**src/rtl/riscv_pkg.sv**
```systemverilog
// Shared RV32I pipeline constants and types used by the writeback register file.
package riscv_pkg;

    localparam int XLEN       = 32;
    localparam int REG_ADDR_W = 5;
    localparam int NUM_REGS   = 32;
    localparam int CNT_W      = 32;

    localparam logic [REG_ADDR_W-1:0] REG_X0 = 5'd0;
    localparam logic [REG_ADDR_W-1:0] REG_SP = 5'd2;

    localparam logic [XLEN-1:0] SP_RESET_DEFAULT = 32'h0000_0FFC;

    typedef logic [XLEN-1:0]       xdata_t;
    typedef logic [REG_ADDR_W-1:0] reg_addr_t;

    // Reset image of one architectural register: sp gets the stack top, all others clear.
    function automatic xdata_t f_reset_value(input reg_addr_t idx, input xdata_t sp_value);
        xdata_t v;
        if (idx == REG_SP) begin
            v = sp_value;
        end else begin
            v = {XLEN{1'b0}};
        end
        return v;
    endfunction

endpackage

```
**src/rtl/wb_bypass_mux.sv**
```systemverilog
// Read-port resolver: applies the x0 zero rule and, when REGFILE_BYPASS_EN is
// defined, forwards the in-flight writeback data (write-first); otherwise read-old.
module wb_bypass_mux
    import riscv_pkg::*;
(
    input  logic [XLEN-1:0]       i_array_data,
    input  logic [REG_ADDR_W-1:0] i_rd_addr,
    input  logic                  i_we,
    input  logic [REG_ADDR_W-1:0] i_wr_addr,
    input  logic [XLEN-1:0]       i_wr_data,
    output logic [XLEN-1:0]       o_data
);

    logic w_hit;

    // Same-cycle hit on a committing write; x0 writes never forward.
    always_comb begin
        w_hit = 1'b0;
        if (i_we && (i_wr_addr != REG_X0) && (i_wr_addr == i_rd_addr)) begin
            w_hit = 1'b1;
        end else begin
            w_hit = 1'b0;
        end
    end

    // Operand select: x0 wins over everything.
    always_comb begin
        o_data = {XLEN{1'b0}};
        if (i_rd_addr == REG_X0) begin
            o_data = {XLEN{1'b0}};
        end else begin
`ifdef REGFILE_BYPASS_EN
            if (w_hit) begin
                o_data = i_wr_data;
            end else begin
                o_data = i_array_data;
            end
`else
            o_data = i_array_data;
`endif
        end
    end

    logic w_unused;
    assign w_unused = w_hit;

endmodule

```
**src/rtl/wb_regfile.sv**
```systemverilog
// Writeback register file for the 4-stage RV32I pipeline: 31 stored registers,
// two ID read ports, a debug port and a commit counter. Option macro: REGFILE_BYPASS_EN.
module wb_regfile
    import riscv_pkg::*;
#(
    parameter logic [XLEN-1:0] SP_RESET = SP_RESET_DEFAULT
) (
    input  logic                  clk,
    input  logic                  reset,
    input  logic                  reg_write_exwb,
    input  logic [REG_ADDR_W-1:0] rd_exwb,
    input  logic [XLEN-1:0]       alu_result_exwb,
    input  logic [REG_ADDR_W-1:0] rs1_addr,
    input  logic [REG_ADDR_W-1:0] rs2_addr,
    output logic [XLEN-1:0]       rs1_data,
    output logic [XLEN-1:0]       rs2_data,
    input  logic [REG_ADDR_W-1:0] dbg_addr,
    output logic [XLEN-1:0]       dbg_data,
    output logic [CNT_W-1:0]      wb_count
);

    logic [XLEN-1:0]  r_regs [1:NUM_REGS-1];
    logic [CNT_W-1:0] r_wb_count;

    logic             w_commit;
    logic [XLEN-1:0]  w_rs1_array;
    logic [XLEN-1:0]  w_rs2_array;
    logic [XLEN-1:0]  w_dbg_array;

    // Commit qualifier; rd is only looked at when the write enable is high.
    always_comb begin
        w_commit = 1'b0;
        if (reg_write_exwb) begin
            w_commit = (rd_exwb != REG_X0);
        end else begin
            w_commit = 1'b0;
        end
    end

    // Register array and commit counter; async clear loads the reset image.
    always_ff @(posedge clk or negedge reset) begin
        if (!reset) begin
            for (int i = 1; i < NUM_REGS; i++) begin
                r_regs[i] <= f_reset_value(REG_ADDR_W'(i), SP_RESET);
            end
            r_wb_count <= {CNT_W{1'b0}};
        end else if (w_commit) begin
            r_regs[rd_exwb] <= alu_result_exwb;
            r_wb_count      <= r_wb_count + {{(CNT_W-1){1'b0}}, 1'b1};
        end else begin
            r_wb_count <= r_wb_count;
        end
    end

    // Raw array lookups; x0 is not stored and reads as zero.
    always_comb begin
        w_rs1_array = {XLEN{1'b0}};
        w_rs2_array = {XLEN{1'b0}};
        w_dbg_array = {XLEN{1'b0}};
        if (rs1_addr != REG_X0) begin
            w_rs1_array = r_regs[rs1_addr];
        end else begin
            w_rs1_array = {XLEN{1'b0}};
        end
        if (rs2_addr != REG_X0) begin
            w_rs2_array = r_regs[rs2_addr];
        end else begin
            w_rs2_array = {XLEN{1'b0}};
        end
        if (dbg_addr != REG_X0) begin
            w_dbg_array = r_regs[dbg_addr];
        end else begin
            w_dbg_array = {XLEN{1'b0}};
        end
    end

    wb_bypass_mux u_rs1_mux (
        .i_array_data (w_rs1_array),
        .i_rd_addr    (rs1_addr),
        .i_we         (w_commit),
        .i_wr_addr    (rd_exwb),
        .i_wr_data    (alu_result_exwb),
        .o_data       (rs1_data)
    );

    wb_bypass_mux u_rs2_mux (
        .i_array_data (w_rs2_array),
        .i_rd_addr    (rs2_addr),
        .i_we         (w_commit),
        .i_wr_addr    (rd_exwb),
        .i_wr_data    (alu_result_exwb),
        .o_data       (rs2_data)
    );

    assign dbg_data = w_dbg_array;
    assign wb_count = r_wb_count;

endmodule

```
**config.mk**
```make
export PLATFORM = sky130hd
export DESIGN_NAME = wb_regfile
export DESIGN_NICKNAME = d
export VERILOG_FILES = /design/src/rtl/riscv_pkg.sv /design/src/rtl/wb_bypass_mux.sv /design/src/rtl/wb_regfile.sv
export SDC_FILE = /design/constraint.sdc
export NUM_CORES = 2
export LEC_CHECK = 0
export CORE_MARGIN = 2
export CORE_UTILIZATION = 56
export CTS_BUF_LIST = sky130_fd_sc_hd__clkbuf_16
export CTS_CLUSTER_SIZE = 14
export DETAILED_ROUTE_END_ITERATION = 12
export HOLD_SLACK_MARGIN = 0.12
export PLACE_DENSITY = 0.74
export SLEW_MARGIN = 20
export SYNTH_ARGS = -nofsm -noshare
export SYNTH_HDL_FRONTEND = slang
export SYNTH_SLANG_ARGS = --single-unit
```
**constraint.sdc**
```tcl
create_clock -name clk -period 2.8 [get_ports clk]
set_clock_uncertainty 0.05 [all_clocks]
set_input_delay 0.28 -clock clk [delete_from_list [all_inputs] [get_ports clk]]
set_output_delay 0.28 -clock clk [all_outputs]
set_load 0.02 [all_outputs]
```
### M1 wires

Scale bar: 100 um.
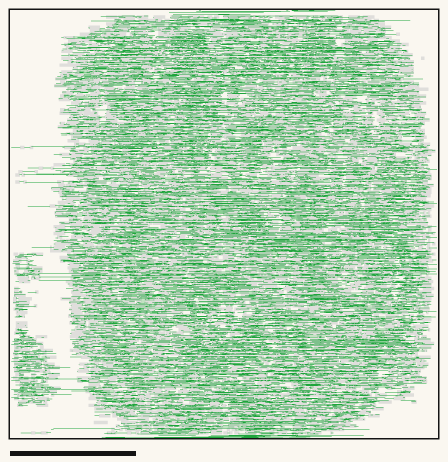
- main direction: horizontal
- longest straight run: 102 um
- wire length on this layer: 80.5 mm
met1 usage: 0.4969
routed wire length: 219.1 mm

### Signal wires on met2

Scale bar: 100 um.
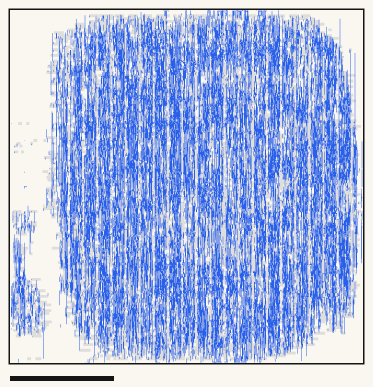
- wire length on this layer: 97.2 mm
- nets with wire on the layer: 4467
- share of all routed wire: 44%
- longest straight run: 96.9 um
via count: 46.81k
global routing usage on met2: 0.5645

==> impl_metrics.py <==
# Physical implementation metrics
metrics = {
    "synthesis": {
        "top_cells_by_area": "dfrtp_1 40%, mux4_2 21%, mux2_2 19%, mux2i_1 4.6%, a22o_1 4.0%",
        "syn_area_sq_um": 62750,
        "ff_type": "dfrtp_1",
        "adder_share": 0.0001994,
        "yosys_register_bits": 1024,
        "yosys-stat-cells": 4416,
        "top_area_cell": "dfrtp_1",
        "common_cells": "1065 x mux2_2, 1014 x dfrtp_1, 576 x mux4_2",
        "xor_share": 0.004327,
        "synthesis.instances": 4416,
    },
    "setup_path": {
        "critical-path-top-delay-family": "AND-OR/OR-AND gates",
        "path_class": "flip-flop to output port",
        "crit_chain": "mux2_2 > a22o_1 > a211oi_1 > o31ai_2 > buf_6",
        "worstPathArrival_ps": 2520,
        "r2r_slack_ps": 1060,
        "r2r-end": "wb_count[29]",
        "crit_buf_inv": 1,
        "slowest_stage": "a211oi_1",
        "slowest_delay_ps": 530,
        "crit_path_start_kind": "flip-flop",
        "path_max_fanout": 4,
    },
    "power": {
        "pg_clk_mw": 15.7,
        "combPwrFrac": 0.278,
        "p_leak_nw": 32.52,
        "maxPowerGroup": "registers",
        "internal_power_mw": 34.97,
        "powerSeq_mw": 20.6,
        "power.share.clock": 0.312,
        "power.share.sequential": 0.411,
        "p_sw_frac": 0.3042,
        "ir_worst_vdd_mv": 0.7028,
    },
    "sta": {
        "slew_violations": 0,
        "setup-tns-final_ps": -320.7,
        "fmaxAchievable_mhz": 350.4,
        "holdWs_ps": 336.5,
        "final-setup-viol-count": 12,
        "layout_setup_ws_ps": -53.62,
    },
    "outcome": {
        "violations": "negative setup slack",
        "status": "finished, violations left",
    },
    "final_layout": {
        "layout_top_cell": "mux2_2",
        "signal_buffers": 787,
        "fillCellCount": 7586,
        "logic_area_sq_um": 36080,
        "n_clock_buffer": 117,
        "ff_count": 1024,
        "drive_above_1_share": 0.5536,
        "largestClassByArea": "logic gates",
        "utilization": 0.6830,
        "buf_share": 0.1099,
        "syn2layout_area_growth_pct": 20.80,
        "final_cell_mix": "1065 x mux2_2, 1014 x dfrtp_1, 576 x mux4_2",
        "layout.nets": 4871,
        "diodes": 7,
        "largest_reg_flops": 992,
    },
    "route": {
        "wl_met3_mm": 26.81,
        "wl_met2_mm": 97.23,
        "drt_iter0_drc": 5921,
        "highest_layer": "met5",
        "drc": 0,
        "wl_per_cell_um": 34.19,
    },
    "grt": {
        "grt_max_degree": 106,
        "first_global_vias": 47763,
        "gr-max-usage-layer": "met2",
    },
    "clock_network": {
        "postCtsHoldBufs": 2,
        "clk_pin_slew_ps": 60,
        "htree_levels": 3,
        "cts.sinks": 1024,
    },
    "run": {
        "tool_warnings": 32,
    },
    "placement": {
        "io_buffers": 182,
        "place_area_sq_um": 70850,
    },
    "die": {
        "num_rows": 122,
        "dieArea_sq_um": 114700,
        "die_h_um": 338.7,
        "io_pins": 183,
    },
}
Power is estimated from default activity; no workload was simulated.
